Design dmem_arbiter, sky130hd; sources not shown.
==> images/pinout.png <==
(8 px per um) Pins as bars across the die edge, other pins in grey.
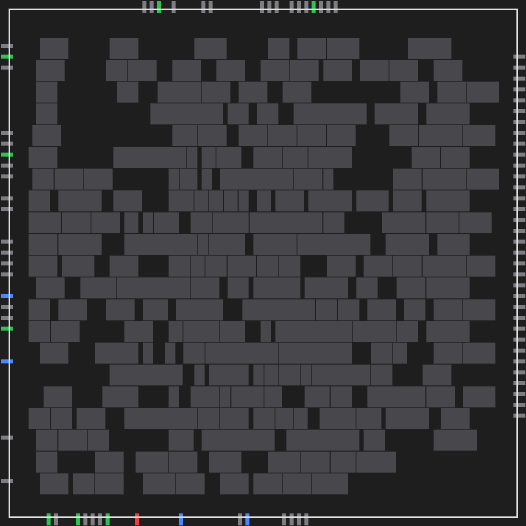
blue -> `host_len`  # pins 4, direction input, edge 2 bottom, 2 left
red -> `reset`  # pins 1, direction input, edge bottom
green -> `core_rdata`  # pins 8, direction output, edge 3 left, 3 bottom, 2 top
port bufs: 77
Die H: 63.3 um
Die W: 63.3 um

==> images/m2.png <==
(8 px per um)
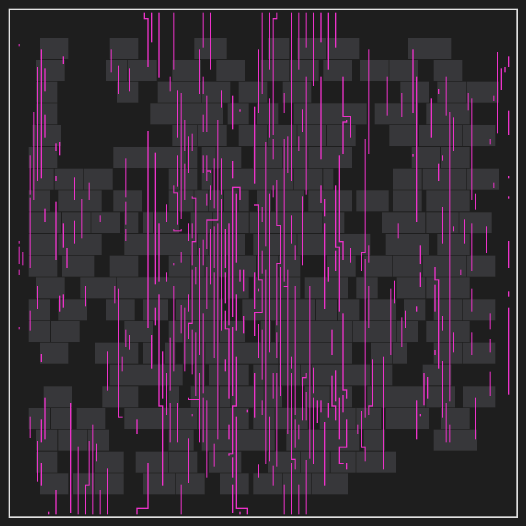
wire length on this layer = 1700 um
longest straight run = 36.0 um
Post-Route WL: 3.59 mm
met2 Resource Use GR: 0.297

==> metrics.csv <==
stage;metric;value;unit
logic_synthesis;yosys_warnings;0;
logic_synthesis;synth_nets;178;
timing;rsz0062_at_grt;yes;
layout;largest_register_ff_count;8;
hold_path;whs_path_depth;3;
grt;gr-usage-all-layers;0.175;
critical_path;cp.arrival;1.47;ns
timing;min_period_over_period;1.15;
placement;dp_slack;-1.35;ns
route;vias_per_cell;4.77;
clocking;path_clk_slew;0.10;ns
grt;grt_max_degree;17;
layout;area_delta_synth_final;92.4;%
layout;n_antenna_cell;0;
timing;hold_violations;0;
critical_path;critPathKind;reg2out;
clocking;cts_tree;done;
hold_path;hold_class;in2reg;
timing;holdWs;0.376;ns
logic_synthesis;ys_area;1270;sq um
logic_synthesis;ys_cells;124;
power_and_ir_drop;ir_worst_vdd;1070;uV
floorplanning;num_rows;21;
timing;tightestPinTransition;0.752;ns
layout;layout.nets;276;
outcome;violations;negative setup slack;
critical_path;crit_path_frequent_cell;buf_8;
clocking;clock_latency;0.30;ns
route;drt_iter0_drc;35;
critical_path;cpMaxStageDelayCell;dfrtp_2;
logic_synthesis;syn_avg_cell_area;10.2;sq um
grt;grt_pass1_vias;1199;
placement;dpl.hpwl;2.48;mm
clocking;cts.sinks;16;
critical_path;rr_worst_depth;8;
grt;grt_first_pass_wirelength;5.55;mm
floorplanning;die_area;4010;sq um
timing;setup_viol;22;
route;final_antenna_net_count;0;
layout;fill_cells;261;
logic_synthesis;synthCells;124;
route;first_pass_iters;4;
power_and_ir_drop;power.density;1820;nW/um^2
clocking;clock_path_buffers;2;
critical_path;r2r_slack;-0.12;ns
critical_path;crit_fanout;8;
route;drc_errors;0;
layout;combGateArea;803;sq um
timing;maxSlewViolCount;0;
critical_path;path_cells;buf_8, buf_12, mux2_4, buf_8;
power_and_ir_drop;leakagePower;0.00117;uW
logic_synthesis;ys_ff;16;
logic_synthesis;ys_types;31;
critical_path;cp-start-kind;flip-flop;
timing;fin_setup_tns;-4.12;ns
floorplanning;coreArea;3360;sq um
timing;slew_headroom;0.497;
timing;setup_ws;-0.236;ns
critical_path;crit_path_end_kind;output pin;
power_and_ir_drop;finalPower;4430;uW
timing;max_freq;0.545;GHz
critical_path;crit_required;1.23;ns
floorplanning;io_pins;86;
layout;seqCellArea;402;sq um
clocking;cts-htree-levels;1;
flow_run;tool_warnings;30;
outcome;outcome;finished with violations;
clocking;cts_buffers;3;
layout;drive_gt1_frac;0.407;
timing;period_minus_slack;1.84;ns
layout;final_core_util;0.724;
logic_synthesis;syn_area;1270;sq um
route;routedWlPerCell;13.4;um
grt;antenna_found_initial;0;
clocking;root_buffer;clkbuf_4;
grt;overflow;0;
flow_run;maxCapViolCount;0;
route;vias;1273;
critical_path;slowest_delay;0.43;ns
logic_synthesis;yosys.stat.seqShare;0.316;
floorplanning;fp_util;0.376;
## worst max-delay path, delay by kind of cell, from the launching register on
kind | cells | cell delay [ns]
buf+inv | 3 | 0.42
flops | 1 | 0.43
mux | 1 | 0.31
## logic make-up after synthesis
family / synth area share
multiplexers: 0.278
AND/OR/NAND/NOR: 0.121
adder cells (fa/ha/maj): 0.0395
XOR/XNOR: 0.0484
AND-OR/OR-AND: 0.0623
buffers and inverters: 0.135
flip-flops: 0.316
## cell usage in the layout, fill, tap and decap left out, types with 4 or more instances in the layout
| cell | n |
|---|---|
| buf_4 | 32 |
| buf_6 | 17 |
| buf_8 | 5 |
| clkdlybuf4s50_1 | 55 |
| dfrtp_1 | 15 |
| ha_1 | 4 |
| mux2_4 | 16 |
| mux2i_1 | 16 |
| nand2_1 | 7 |
| nor2_1 | 4 |
| xnor2_1 | 4 |
## layout make-up
class,count,area share
inverter,3,0.00462
timing repair buffer,93,0.381
buffer,22,0.0858
multi-input combinational,83,0.330
sequential,16,0.165
clock buffer,4,0.0108
tap,46,0.0236
## synth_stat cells
cell | number | area (sq um)
buf_4 | 18 | 135
mux2_2 | 17 | 191
dfrtp_1 | 16 | 400
mux2i_1 | 16 | 160
nand2_1 | 9 | 33.8
ha_1 | 4 | 50.1
nand3_1 | 4 | 20.0
nor2_1 | 4 | 15.0
o21ai_0 | 4 | 20.0
xnor2_1 | 4 | 35.0
xor2_1 | 3 | 26.3
a21oi_1 | 2 | 10.0
buf_2 | 2 | 10.0
inv_1 | 2 | 7.51
nor3_1 | 2 | 10.0
o221ai_1 | 2 | 17.5
a21o_1 | 1 | 7.51
a221o_1 | 1 | 10.0
and2_1 | 1 | 6.26
and3_1 | 1 | 6.26
and4bb_4 | 1 | 16.3
buf_6 | 1 | 11.3
clkbuf_1 | 1 | 3.75
clkinv_1 | 1 | 3.75
nand2b_1 | 1 | 6.26
nand2b_4 | 1 | 13.8
nand4b_1 | 1 | 8.76
nor3b_1 | 1 | 7.51
nor4b_1 | 1 | 8.76
o21bai_1 | 1 | 7.51
o22ai_1 | 1 | 6.26
## layer usage
metal,vias to the layer above,track usage,share of wire
met5,-,0,0
met4,0,0.0815,0.025
met3,9,0.0393,0.084
met2,64,0.297,0.47
met1,585,0.211,0.42
li1,615,-,-
## what timing repair did
item / in CTS / in global routing
gates cloned: 1 / 0
resized: 150 / 12
buffers inserted: 5 / 9
pin swaps: 0 / 4
setup endpoints to repair: 21 / 32
hold endpoints to repair: 16 / 0
hold buffers: 1 / 0
## stage by stage
| stage | instances | instance area, sq um |
|---|---|---|
| floorplan | 124 | 1360 |
| global placement | 247 | 2190 |
| detailed placement | 247 | 2190 |
| CTS | 258 | 2330 |
| global route | 267 | 2440 |
| finish | 267 | 2440 |
## report_power, final
group          leakage [uW]  switching [uW]  internal (uW)  total, uW
clock network     0.0000150             144           97.5        242
logic              0.000967            1710           1640       3340
registers          0.000190             229            614        843
total               0.00117            2080           2350       4430
Power and IR drop assume default switching activity.
